### config.mk
export PLATFORM = sky130hd
export DESIGN_NAME = writeback_flat
export DESIGN_NICKNAME = d
export VERILOG_FILES = /design/src/rtl/writeback_pkg.sv /design/src/rtl/writeback_if.sv /design/src/rtl/writeback_fifo2.sv /design/src/rtl/writeback.sv /design/src/flat_wrapper.sv
export SDC_FILE = /design/constraint.sdc
export NUM_CORES = 1
export LEC_CHECK = 0
export CORE_MARGIN = 2
export CORE_UTILIZATION = 56
export DETAILED_ROUTE_END_ITERATION = 8
export HOLD_SLACK_MARGIN = 0.03
export MAX_ROUTING_LAYER = met4
export PLACE_DENSITY = 0.85
export SYNTH_ARGS = -nofsm -noshare
export SYNTH_HDL_FRONTEND = slang
export SYNTH_SLANG_ARGS = --single-unit
export TNS_END_PERCENT = 50
### constraint.sdc
create_clock -name I_CLOCK -period 17.1 [get_ports I_CLOCK]
set_input_delay 2.565 -clock I_CLOCK [delete_from_list [all_inputs] [get_ports I_CLOCK]]
set_output_delay 2.565 -clock I_CLOCK [all_outputs]
set_load 0.05 [all_outputs]
### src/rtl/writeback_pkg.sv
// Shared definitions for the writeback stage: widths, opcode encodings,
// opcode-class decode, buffered-entry layout and condition-code helper.
package writeback_pkg;

    localparam int REG_WIDTH     = 16;
    localparam int VREG_WIDTH    = 64;
    localparam int VREG_ID_WIDTH = 4;
    localparam int PC_WIDTH      = 16;
    localparam int OPCODE_WIDTH  = 8;

    localparam logic [OPCODE_WIDTH-1:0] OP_ADD_D     = 8'h00;
    localparam logic [OPCODE_WIDTH-1:0] OP_ADD_F     = 8'h01;
    localparam logic [OPCODE_WIDTH-1:0] OP_ADDI_D    = 8'h02;
    localparam logic [OPCODE_WIDTH-1:0] OP_ADDI_F    = 8'h03;
    localparam logic [OPCODE_WIDTH-1:0] OP_AND_D     = 8'h04;
    localparam logic [OPCODE_WIDTH-1:0] OP_ANDI_D    = 8'h05;
    localparam logic [OPCODE_WIDTH-1:0] OP_MOV       = 8'h06;
    localparam logic [OPCODE_WIDTH-1:0] OP_MOVI_D    = 8'h07;
    localparam logic [OPCODE_WIDTH-1:0] OP_MOVI_F    = 8'h08;
    localparam logic [OPCODE_WIDTH-1:0] OP_LDB       = 8'h09;
    localparam logic [OPCODE_WIDTH-1:0] OP_LDW       = 8'h0A;
    localparam logic [OPCODE_WIDTH-1:0] OP_STB       = 8'h0B;
    localparam logic [OPCODE_WIDTH-1:0] OP_STW       = 8'h0C;
    localparam logic [OPCODE_WIDTH-1:0] OP_BRN       = 8'h0D;
    localparam logic [OPCODE_WIDTH-1:0] OP_BRZ       = 8'h0E;
    localparam logic [OPCODE_WIDTH-1:0] OP_BRP       = 8'h0F;
    localparam logic [OPCODE_WIDTH-1:0] OP_BRNZ      = 8'h10;
    localparam logic [OPCODE_WIDTH-1:0] OP_BRNP      = 8'h11;
    localparam logic [OPCODE_WIDTH-1:0] OP_BRZP      = 8'h12;
    localparam logic [OPCODE_WIDTH-1:0] OP_BRNZP     = 8'h13;
    localparam logic [OPCODE_WIDTH-1:0] OP_JMP       = 8'h14;
    localparam logic [OPCODE_WIDTH-1:0] OP_JSR       = 8'h15;
    localparam logic [OPCODE_WIDTH-1:0] OP_JSRR      = 8'h16;
    localparam logic [OPCODE_WIDTH-1:0] OP_CMP       = 8'h17;
    localparam logic [OPCODE_WIDTH-1:0] OP_CMPI      = 8'h18;
    localparam logic [OPCODE_WIDTH-1:0] OP_VADD      = 8'h19;
    localparam logic [OPCODE_WIDTH-1:0] OP_VMOV      = 8'h1A;
    localparam logic [OPCODE_WIDTH-1:0] OP_VMOVI     = 8'h1B;
    localparam logic [OPCODE_WIDTH-1:0] OP_VCOMPMOV  = 8'h1C;
    localparam logic [OPCODE_WIDTH-1:0] OP_VCOMPMOVI = 8'h1D;

    typedef struct packed {
        logic scalar_wr;
        logic vector_wr;
        logic cc_wr;
        logic branch;
    } op_class_t;

    typedef struct packed {
        logic [3:0]               reg_idx;
        logic [VREG_ID_WIDTH-1:0] vreg_idx;
        logic [REG_WIDTH-1:0]     data;
        logic [VREG_WIDTH-1:0]    vec;
        logic [PC_WIDTH-1:0]      target;
        logic                     reg_wen;
        logic                     vreg_wen;
        logic                     cc_wen;
        logic                     pc_en;
    } wb_entry_t;

    localparam int ENTRY_WIDTH = $bits(wb_entry_t);

    function automatic op_class_t op_class(input logic [OPCODE_WIDTH-1:0] op);
        op_class_t c;
        c = '0;
        case (op)
            OP_ADD_D, OP_ADD_F, OP_ADDI_D, OP_ADDI_F, OP_AND_D, OP_ANDI_D,
            OP_MOV, OP_MOVI_D, OP_MOVI_F, OP_LDB, OP_LDW: begin
                c.scalar_wr = 1'b1;
                c.cc_wr     = 1'b1;
            end
            OP_JSR, OP_JSRR: begin
                c.scalar_wr = 1'b1;
                c.branch    = 1'b1;
            end
            OP_BRN, OP_BRZ, OP_BRP, OP_BRNZ, OP_BRNP, OP_BRZP, OP_BRNZP, OP_JMP:
                c.branch = 1'b1;
            OP_CMP, OP_CMPI:
                c.cc_wr = 1'b1;
            OP_VADD, OP_VMOV, OP_VMOVI, OP_VCOMPMOV, OP_VCOMPMOVI:
                c.vector_wr = 1'b1;
            default:
                c = '0;
        endcase
        return c;
    endfunction

    // {N,Z,P}: exactly one bit set for any value.
    function automatic logic [2:0] cc_of(input logic [REG_WIDTH-1:0] d);
        logic n;
        logic z;
        n = d[REG_WIDTH-1];
        z = (d == {REG_WIDTH{1'b0}});
        return {n, z, ~n & ~z};
    endfunction

endpackage

### src/rtl/writeback_if.sv
// Memory-stage to writeback bus plus writeback results toward decode/fetch.
interface writeback_if;
    import writeback_pkg::*;

    logic                     I_LOCK;
    logic                     I_MW_Valid;
    logic [PC_WIDTH-1:0]      I_PC;
    logic [OPCODE_WIDTH-1:0]  I_Opcode;
    logic [3:0]               I_DestRegIdx;
    logic [VREG_ID_WIDTH-1:0] I_DestVRegIdx;
    logic [REG_WIDTH-1:0]     I_ALUOut;
    logic [REG_WIDTH-1:0]     I_MemOut;
    logic [VREG_WIDTH-1:0]    I_VecResult;
    logic                     I_BranchTaken;
    logic [PC_WIDTH-1:0]      I_BranchTarget;
    logic                     I_GPUStallSignal;

    logic                     O_LOCK;
    logic [3:0]               O_WriteBackRegIdx;
    logic [VREG_ID_WIDTH-1:0] O_WriteBackVRegIdx;
    logic [REG_WIDTH-1:0]     O_WriteBackData;
    logic [VREG_WIDTH-1:0]    O_VecDestValue;
    logic                     O_RegWEn;
    logic                     O_VRegWEn;
    logic                     O_CCWEn;
    logic [2:0]               O_CCValue;
    logic [PC_WIDTH-1:0]      O_WriteBackPC;
    logic                     O_WriteBackPCEn;
    logic                     O_WBFull;
    logic [15:0]              O_RetireCount;

    modport master (
        output I_LOCK, I_MW_Valid, I_PC, I_Opcode, I_DestRegIdx, I_DestVRegIdx,
               I_ALUOut, I_MemOut, I_VecResult, I_BranchTaken, I_BranchTarget,
               I_GPUStallSignal,
        input  O_LOCK, O_WriteBackRegIdx, O_WriteBackVRegIdx, O_WriteBackData,
               O_VecDestValue, O_RegWEn, O_VRegWEn, O_CCWEn, O_CCValue,
               O_WriteBackPC, O_WriteBackPCEn, O_WBFull, O_RetireCount
    );

    modport slave (
        input  I_LOCK, I_MW_Valid, I_PC, I_Opcode, I_DestRegIdx, I_DestVRegIdx,
               I_ALUOut, I_MemOut, I_VecResult, I_BranchTaken, I_BranchTarget,
               I_GPUStallSignal,
        output O_LOCK, O_WriteBackRegIdx, O_WriteBackVRegIdx, O_WriteBackData,
               O_VecDestValue, O_RegWEn, O_VRegWEn, O_CCWEn, O_CCValue,
               O_WriteBackPC, O_WriteBackPCEn, O_WBFull, O_RetireCount
    );
endinterface

### src/rtl/writeback_fifo2.sv
// Two-entry in-order FIFO; the caller never pushes when full without popping
// and never pops when empty.
module wb_fifo2 #(
    parameter int WIDTH = 8
) (
    input  logic             clk,
    input  logic             rst,
    input  logic             push,
    input  logic             pop,
    input  logic [WIDTH-1:0] din,
    output logic [WIDTH-1:0] dout,
    output logic [1:0]       count
);

    logic [WIDTH-1:0] mem_q [2];
    logic [WIDTH-1:0] mem_d [2];
    logic             wr_ptr_q, wr_ptr_d;
    logic             rd_ptr_q, rd_ptr_d;
    logic [1:0]       count_q, count_d;

    // Next-state for storage, pointers and occupancy.
    always_comb begin
        mem_d    = mem_q;
        wr_ptr_d = wr_ptr_q;
        rd_ptr_d = rd_ptr_q;
        if (push) begin
            mem_d[wr_ptr_q] = din;
            wr_ptr_d        = ~wr_ptr_q;
        end else begin
            wr_ptr_d = wr_ptr_q;
        end
        if (pop) begin
            rd_ptr_d = ~rd_ptr_q;
        end else begin
            rd_ptr_d = rd_ptr_q;
        end
        count_d = count_q + {1'b0, push} - {1'b0, pop};
    end

    // State registers; reset discards any buffered entries.
    always_ff @(posedge clk or posedge rst) begin
        if (rst) begin
            mem_q[0] <= '0;
            mem_q[1] <= '0;
            wr_ptr_q <= 1'b0;
            rd_ptr_q <= 1'b0;
            count_q  <= 2'd0;
        end else begin
            mem_q    <= mem_d;
            wr_ptr_q <= wr_ptr_d;
            rd_ptr_q <= rd_ptr_d;
            count_q  <= count_d;
        end
    end

    assign dout  = mem_q[rd_ptr_q];
    assign count = count_q;

endmodule

### src/rtl/writeback.sv
// Writeback stage: buffers retiring instructions in a 2-entry FIFO and emits
// registered register-file, CC and fetch-redirect writes, one per pop.
module writeback
    import writeback_pkg::*;
(
    input  logic        I_CLOCK,
    input  logic        I_RESET,
    writeback_if.slave  wb
);

    typedef struct packed {
        logic                     lock;
        logic [3:0]               reg_idx;
        logic [VREG_ID_WIDTH-1:0] vreg_idx;
        logic [REG_WIDTH-1:0]     data;
        logic [VREG_WIDTH-1:0]    vec;
        logic                     reg_wen;
        logic                     vreg_wen;
        logic                     cc_wen;
        logic [2:0]               cc;
        logic [PC_WIDTH-1:0]      pc;
        logic                     pc_en;
        logic [15:0]              retire;
    } out_t;

    op_class_t  cls_s;
    wb_entry_t  entry_in_s;
    wb_entry_t  entry_out_s;
    logic [1:0] count_s;
    logic       push_s;
    logic       pop_s;
    out_t       out_q, out_d;

    assign pop_s  = wb.I_LOCK & ~wb.I_GPUStallSignal & (count_s != 2'd0);
    assign push_s = wb.I_LOCK & wb.I_MW_Valid & ((count_s != 2'd2) | pop_s);

    // Decode the incoming instruction into its writeback effects.
    always_comb begin
        cls_s               = op_class(wb.I_Opcode);
        entry_in_s          = '0;
        entry_in_s.reg_idx  = wb.I_DestRegIdx;
        entry_in_s.vreg_idx = wb.I_DestVRegIdx;
        entry_in_s.vec      = wb.I_VecResult;
        entry_in_s.target   = wb.I_BranchTarget;
        case (wb.I_Opcode)
            OP_LDB:  entry_in_s.data = {8'h00, wb.I_MemOut[7:0]};
            OP_LDW:  entry_in_s.data = wb.I_MemOut;
            OP_JSR, OP_JSRR: begin
                entry_in_s.data    = wb.I_PC;
                entry_in_s.reg_idx = 4'd7;
            end
            default: entry_in_s.data = wb.I_ALUOut;
        endcase
        entry_in_s.reg_wen  = cls_s.scalar_wr;
        entry_in_s.vreg_wen = cls_s.vector_wr;
        entry_in_s.cc_wen   = cls_s.cc_wr;
        entry_in_s.pc_en    = cls_s.branch & wb.I_BranchTaken;
    end

    wb_fifo2 #(.WIDTH(ENTRY_WIDTH)) u_fifo (
        .clk   (I_CLOCK),
        .rst   (I_RESET),
        .push  (push_s),
        .pop   (pop_s),
        .din   (entry_in_s),
        .dout  (entry_out_s),
        .count (count_s)
    );

    // Strobes pulse only on a pop; the payload holds between pops.
    always_comb begin
        out_d          = out_q;
        out_d.lock     = wb.I_LOCK;
        out_d.reg_wen  = 1'b0;
        out_d.vreg_wen = 1'b0;
        out_d.cc_wen   = 1'b0;
        out_d.pc_en    = 1'b0;
        if (pop_s) begin
            out_d.reg_idx  = entry_out_s.reg_idx;
            out_d.vreg_idx = entry_out_s.vreg_idx;
            out_d.data     = entry_out_s.data;
            out_d.vec      = entry_out_s.vec;
            out_d.pc       = entry_out_s.target;
            out_d.cc       = cc_of(entry_out_s.data);
            out_d.reg_wen  = entry_out_s.reg_wen;
            out_d.vreg_wen = entry_out_s.vreg_wen;
            out_d.cc_wen   = entry_out_s.cc_wen;
            out_d.pc_en    = entry_out_s.pc_en;
            out_d.retire   = out_q.retire + 16'd1;
        end else begin
            out_d.retire = out_q.retire;
        end
    end

    // Output register bank.
    always_ff @(posedge I_CLOCK or posedge I_RESET) begin
        if (I_RESET) begin
            out_q <= '0;
        end else begin
            out_q <= out_d;
        end
    end

    assign wb.O_LOCK             = out_q.lock;
    assign wb.O_WriteBackRegIdx  = out_q.reg_idx;
    assign wb.O_WriteBackVRegIdx = out_q.vreg_idx;
    assign wb.O_WriteBackData    = out_q.data;
    assign wb.O_VecDestValue     = out_q.vec;
    assign wb.O_RegWEn           = out_q.reg_wen;
    assign wb.O_VRegWEn          = out_q.vreg_wen;
    assign wb.O_CCWEn            = out_q.cc_wen;
    assign wb.O_CCValue          = out_q.cc;
    assign wb.O_WriteBackPC      = out_q.pc;
    assign wb.O_WriteBackPCEn    = out_q.pc_en;
    assign wb.O_RetireCount      = out_q.retire;
    assign wb.O_WBFull           = (count_s == 2'd2);

endmodule

### src/flat_wrapper.sv
// flat-port wrapper written by rule: the top's interface ports become plain ports
module writeback_flat import writeback_pkg::*;
  (I_CLOCK, I_RESET, wb_I_LOCK, wb_I_MW_Valid, wb_I_PC, wb_I_Opcode, wb_I_DestRegIdx, wb_I_DestVRegIdx, wb_I_ALUOut, wb_I_MemOut, wb_I_VecResult, wb_I_BranchTaken, wb_I_BranchTarget, wb_I_GPUStallSignal, wb_O_LOCK, wb_O_WriteBackRegIdx, wb_O_WriteBackVRegIdx, wb_O_WriteBackData, wb_O_VecDestValue, wb_O_RegWEn, wb_O_VRegWEn, wb_O_CCWEn, wb_O_CCValue, wb_O_WriteBackPC, wb_O_WriteBackPCEn, wb_O_WBFull, wb_O_RetireCount);
  writeback_if wb_i ();
  input  logic I_CLOCK;
  input  logic I_RESET;
  input wire logic [$bits(wb_i.I_LOCK)-1:0] wb_I_LOCK;
  input wire logic [$bits(wb_i.I_MW_Valid)-1:0] wb_I_MW_Valid;
  input wire logic [$bits(wb_i.I_PC)-1:0] wb_I_PC;
  input wire logic [$bits(wb_i.I_Opcode)-1:0] wb_I_Opcode;
  input wire logic [$bits(wb_i.I_DestRegIdx)-1:0] wb_I_DestRegIdx;
  input wire logic [$bits(wb_i.I_DestVRegIdx)-1:0] wb_I_DestVRegIdx;
  input wire logic [$bits(wb_i.I_ALUOut)-1:0] wb_I_ALUOut;
  input wire logic [$bits(wb_i.I_MemOut)-1:0] wb_I_MemOut;
  input wire logic [$bits(wb_i.I_VecResult)-1:0] wb_I_VecResult;
  input wire logic [$bits(wb_i.I_BranchTaken)-1:0] wb_I_BranchTaken;
  input wire logic [$bits(wb_i.I_BranchTarget)-1:0] wb_I_BranchTarget;
  input wire logic [$bits(wb_i.I_GPUStallSignal)-1:0] wb_I_GPUStallSignal;
  output wire logic [$bits(wb_i.O_LOCK)-1:0] wb_O_LOCK;
  output wire logic [$bits(wb_i.O_WriteBackRegIdx)-1:0] wb_O_WriteBackRegIdx;
  output wire logic [$bits(wb_i.O_WriteBackVRegIdx)-1:0] wb_O_WriteBackVRegIdx;
  output wire logic [$bits(wb_i.O_WriteBackData)-1:0] wb_O_WriteBackData;
  output wire logic [$bits(wb_i.O_VecDestValue)-1:0] wb_O_VecDestValue;
  output wire logic [$bits(wb_i.O_RegWEn)-1:0] wb_O_RegWEn;
  output wire logic [$bits(wb_i.O_VRegWEn)-1:0] wb_O_VRegWEn;
  output wire logic [$bits(wb_i.O_CCWEn)-1:0] wb_O_CCWEn;
  output wire logic [$bits(wb_i.O_CCValue)-1:0] wb_O_CCValue;
  output wire logic [$bits(wb_i.O_WriteBackPC)-1:0] wb_O_WriteBackPC;
  output wire logic [$bits(wb_i.O_WriteBackPCEn)-1:0] wb_O_WriteBackPCEn;
  output wire logic [$bits(wb_i.O_WBFull)-1:0] wb_O_WBFull;
  output wire logic [$bits(wb_i.O_RetireCount)-1:0] wb_O_RetireCount;
  assign wb_i.I_LOCK = wb_I_LOCK;
  assign wb_i.I_MW_Valid = wb_I_MW_Valid;
  assign wb_i.I_PC = wb_I_PC;
  assign wb_i.I_Opcode = wb_I_Opcode;
  assign wb_i.I_DestRegIdx = wb_I_DestRegIdx;
  assign wb_i.I_DestVRegIdx = wb_I_DestVRegIdx;
  assign wb_i.I_ALUOut = wb_I_ALUOut;
  assign wb_i.I_MemOut = wb_I_MemOut;
  assign wb_i.I_VecResult = wb_I_VecResult;
  assign wb_i.I_BranchTaken = wb_I_BranchTaken;
  assign wb_i.I_BranchTarget = wb_I_BranchTarget;
  assign wb_i.I_GPUStallSignal = wb_I_GPUStallSignal;
  assign wb_O_LOCK = wb_i.O_LOCK;
  assign wb_O_WriteBackRegIdx = wb_i.O_WriteBackRegIdx;
  assign wb_O_WriteBackVRegIdx = wb_i.O_WriteBackVRegIdx;
  assign wb_O_WriteBackData = wb_i.O_WriteBackData;
  assign wb_O_VecDestValue = wb_i.O_VecDestValue;
  assign wb_O_RegWEn = wb_i.O_RegWEn;
  assign wb_O_VRegWEn = wb_i.O_VRegWEn;
  assign wb_O_CCWEn = wb_i.O_CCWEn;
  assign wb_O_CCValue = wb_i.O_CCValue;
  assign wb_O_WriteBackPC = wb_i.O_WriteBackPC;
  assign wb_O_WriteBackPCEn = wb_i.O_WriteBackPCEn;
  assign wb_O_WBFull = wb_i.O_WBFull;
  assign wb_O_RetireCount = wb_i.O_RetireCount;
  writeback u_core (.I_CLOCK(I_CLOCK), .I_RESET(I_RESET), .wb(wb_i));
endmodule
### Routing congestion

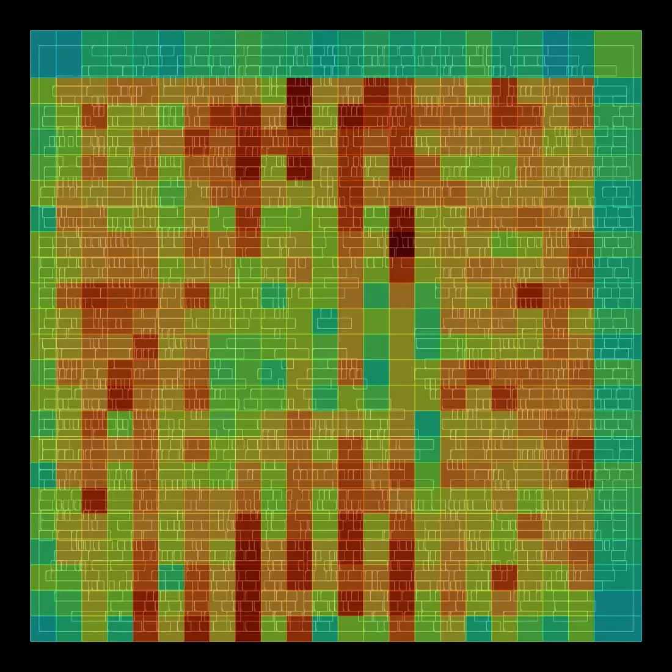
GR Util met3: 5.927%
met1 Usage GRT: 37.25%

### Zoomed window

Scale bar: 10 µm. Region (62, 29) to (102, 69) µm. Cells in gray, sequential cells in the stronger gray; small squares are vias.
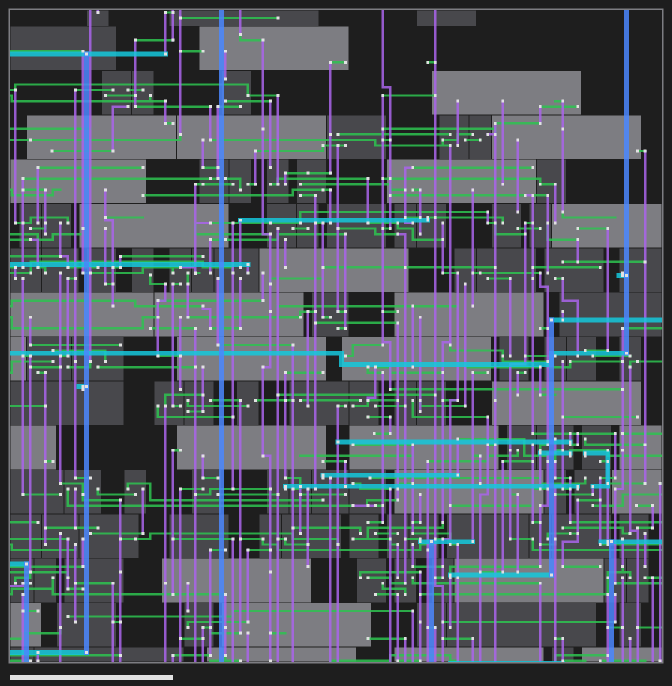
Key: blue = M4; cyan = M3; purple = M2; green = M1
Sequential cells in the window: 22. Most frequent: dfrtp_1 (22), nand2_1 (17), o21ai_0 (15). Netlist names of flops here include u_core.u_fifo.mem_q (15), u_core.wb.O_WriteBackData (5), u_core.wb.O_CCValue (2). 108 logic cells have their middle in the window.

==> changes_impl.md <==
### Implementation results

* Sequential power share at between 30% and 40%
* Top power group: registers
* Clk pwr share at 22.7%
* Top cells by count: nand2_1 (673), dfrtp_1 (347), o21ai_0 (123), mux2i_1 (108), clkbuf_1 (46)
* Setup_tns at 0 ns
* Initial antenna violation count at 2
* Pwr/cell area at 192.8 nW/µm²
* Unique cell types at 41
* Complex Gates by Area at under 10%
* Vias in the first global route at 11726
* Die extent in x at 164.5 µm
* Min-delay worst type: reg -> reg
* DP Wirelength at ~24 mm
* CTS tree: built
* Synth Net Count at 1669
* Count leader, synth: nand2_1
* Worst hold slack at 0.4711 ns
* Largest cells by area after synthesis: dfrtp_1 (60%), nand2_1 (18%), mux2i_1 (7.5%)
* Switching Share at 39.61%
* P_comb at 0.00135 W
* WS Path Type: in -> reg
* CP required at roughly 18 ns
* Pre-Place Util at 57.15%
* First-pass GRT wire length at 58.88 mm
* H-Tree Depth at 2
* Unrepaired setup endpoints after global routing: no
* Placed cell areas at between 15000 and 20000 µm²
* Fillers at 1786
* DR pass1 iterations at 5
* Least-Margin Pin Slew at around 1.0 ns
* Routability Congestion at between 0.8 and 0.9
* Cell area after layout at between 15000 and 20000 µm²
* Routed WL at 36.60 mm
* Xor/xnor cell area share of the yosys netlist at 1.214%
* Tool warnings at 29
* Clock Skew at 0.01056 ns
* Worst-path fanout max at 80
* Fa+ha+maj area frac at 0.2601%
* Crit path largest cell delay at 0.67 ns
* Core ar. at approximately 25000 µm²
* Layout area overhead at 28.89%
* Clk. pwr at 0.000813 W
* Synth area leader: dfrtp_1
* Synth flops at 347
* DR DRC count at 0
* Register share after synthesis at between 60% and 70%
* # rows at 58
* IO Port Bufs at between 200 and 300
* Yosys Warn Count at 0
* Main logic family: simple AND/OR/NAND/NOR gates
* I/O pin cnt at about 280
* Die area at around 27000 µm²
* Synthesized area per cell at 9.520 µm²
* Leak at 9.027 nW
* Clk slew on worst S/H paths at 0.06 ns
* Wire length per cell at 17.34 µm
* Vias at 11588
* Simple-gate share of the synthesized area at 20.17%
* Register cell area after layout at 8687 µm²
* Yosys synthesis chip area at 14430 µm²
* Non-Filler Instances at approximately 2100
* Final setup fails at 0
* Num CTS Buffers at 36
* CTS Sinks at 347
* Final worst-path cycle share at 30.35%
* Crit path cell chain: clkdlybuf4s50_1, nor2b_1, o21ai_4, buf_4, buf_4, inv_1, ha_1, inv_1, ha_1, xnor2_1, xnor2_1
* Final nets at approximately 1900
* Fin. max-slew vios at 0
* NetSw at 0.001421 W
* Dpl cells at 2044
* Die Span Y at 164.5 µm
* Layout cells sized above 1 at 4.612%
* Largest net degree at the start of global routing at 155
* Slowest CP cell: buf_4
* Latency at later pin at 0.51 ns
* Deepest clock path buffer count at 3
* Post-CTS resize count at 0
* Tmin final at 5.189 ns
* Headroom to the max-slew limit at 31.16%
* Peak Freq at 0.1927 GHz
* GRT Overall Usage at 28.48%
* Status: completed
* Hold Vio Cnt, Final at 0
* Worst vdd ir at 0.1141 mV
* P_int at around 0.0022 W
* Vias/cell at 5.492
* Root Buffer: clkbuf_16
* Crit path capture type: register
* WP data arrival at approximately 5.6 ns
* MaxCap Viol Count at 0
* GRT Residual Overflow at 0
* Iter 0 DRT Violations at between 900 and 1000
* Ys cells at around 1500
* Comb pwr share at a little under two fifths
* Cell area after synthesis at between 10000 and 15000 µm²
* Routed Antenna Nets at 0
* Top FF cell, synth: dfrtp_1
* EDFF count, synth at 0
* Cts hold-fix bufs at 0
* Async SR Flop Fraction at 100.0%
* Setup ws final at 11.91 ns
* Place WS at 11.33 ns
* Syn Inst Count at between 1500 and 2000
* Yosys top cell area share at ~60%
* Seq pwr at 0.00142 W
* Startpoint types: primary input
* Gate Area at 5331 µm²
* Synth mux share at 7.490%
* Post CTS Setup Buffer Count at 0
### Met2 routing

Scale bar: 50 µm. Cells faint in the background.
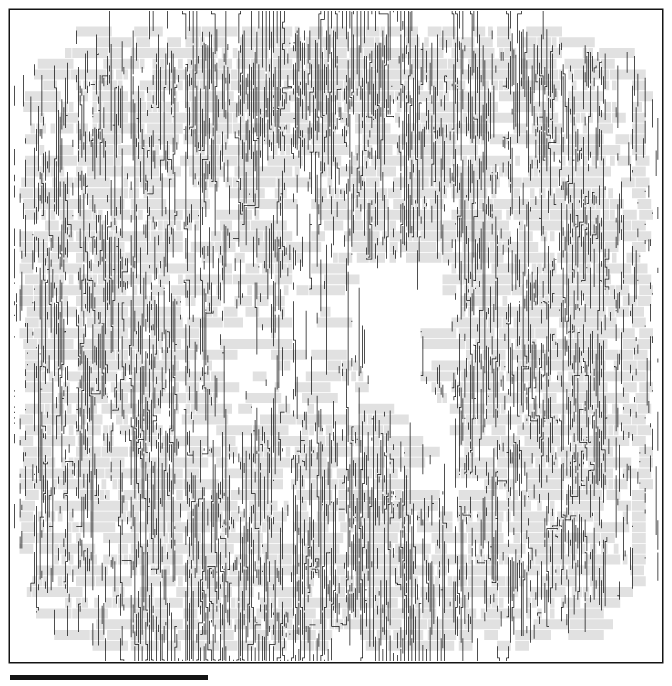
The longest straight run is 78.9 µm. The wires run mostly vertical. The layer holds 48% of the routed length. 1592 nets have wire on it. The layer carries 17700 µm of wire.

## sequential cells by signal, summed over array words and instances (netlist names)
name                          flops
u_core.u_fifo.count               2
u_core.u_fifo.mem_q             216
u_core.u_fifo.rd_ptr_q            1
u_core.u_fifo.wr_ptr_q            1
u_core.wb.O_CCValue               3
u_core.wb.O_CCWEn                 1
u_core.wb.O_LOCK                  1
u_core.wb.O_RegWEn                1
u_core.wb.O_RetireCount          16
u_core.wb.O_VRegWEn               1
u_core.wb.O_VecDestValue         64
u_core.wb.O_WriteBackData        15
u_core.wb.O_WriteBackPC          16
u_core.wb.O_WriteBackPCEn         1
u_core.wb.O_WriteBackRegIdx       4
u_core.wb.O_WriteBackVRegIdx      4
## kinds of logic (layout without fill, tap and decap cells)
kind of cell               Yosys count  after routing
and+or+nand+nor                    746            746
DFF                                347            347
AOI/OAI and AO/OA                  190            190
muxes                              108            108
buffers and inverters              102            364
xor gates and xnor gates            20             20
adders and majority gates            3              3
other                                0              2
## per-stage QoR
stage / utilization, % / total power, W
floorplan: - / 0.002313
global placement: 68.74 / 0.002717
detailed placement: 68.74 / 0.002779
CTS: 73.64 / 0.003604
global route: 73.66 / 0.003790
finish: 73.66 / 0.003587
## worst paths after layout
kind                                                 startpoint                                       end  slack [ns]  cells past startpoint
setup / recovery                                      wb_I_LOCK          u_core.u_fifo.count[1]$_DFF_PP0_       11.91                     11
hold / removal             u_core.u_fifo.mem_q[184]$_DFFE_PP0P_      u_core.u_fifo.mem_q[184]$_DFFE_PP0P_        0.47                      2
setup reg to reg               u_core.u_fifo.count[1]$_DFF_PP0_          u_core.u_fifo.count[1]$_DFF_PP0_       14.06                      9
hold reg to reg            u_core.u_fifo.mem_q[184]$_DFFE_PP0P_      u_core.u_fifo.mem_q[184]$_DFFE_PP0P_        0.47                      2
max in group asynchronous                               I_RESET        u_core.u_fifo.rd_ptr_q$_DFFE_PP0P_       12.75                      3
min in group asynchronous                               I_RESET  u_core.wb.O_VecDestValue[26]$_DFFE_PP0P_        2.71                      2
## final cells by class
cell class	count	area share [%]
multi-input cells	1067	28.66
well taps	330	2.220
clock inverters	8	0.7533
flip-flops and latches	347	46.70
clock buffers	56	5.899
diodes	2	0.02690
inverters	7	0.1816
repair buffers	293	15.56
## per-layer routing
| layer | track usage [%] | wire length (µm) | vias up |
|---|---|---|---|
| met2 | 45.70 | 17680 | 447 |
| met1 | 37.25 | 15230 | 5667 |
| met5 | - | 0 | - |
| met3 | 5.927 | 2794 | 71 |
| met4 | 7.984 | 897 | 0 |
| li1 | - | - | 5403 |
## placed cells by master (no fill, tap or decap), drive strengths merged, types with 7 or more instances in the layout
master	n
dfrtp	347
nand2	673
buf	15
a21oi	12
a22o	17
nor4	8
a31oi	17
clkbuf	56
mux2i	108
o21ai	126
a22oi	8
clkdlybuf4s50	278
inv	7
nand3	7
xnor2	16
nor2	35
## worst max-delay path, delay by kind of cell
family	cells	cell delay, ns
adder cells (fa/ha/maj)	2	0.49
buffers and inverters	5	1.93
AND-OR/OR-AND	1	0.08
XOR/XNOR	2	0.32
AND/OR/NAND/NOR	1	0.21
Power and IR drop assume default switching activity.
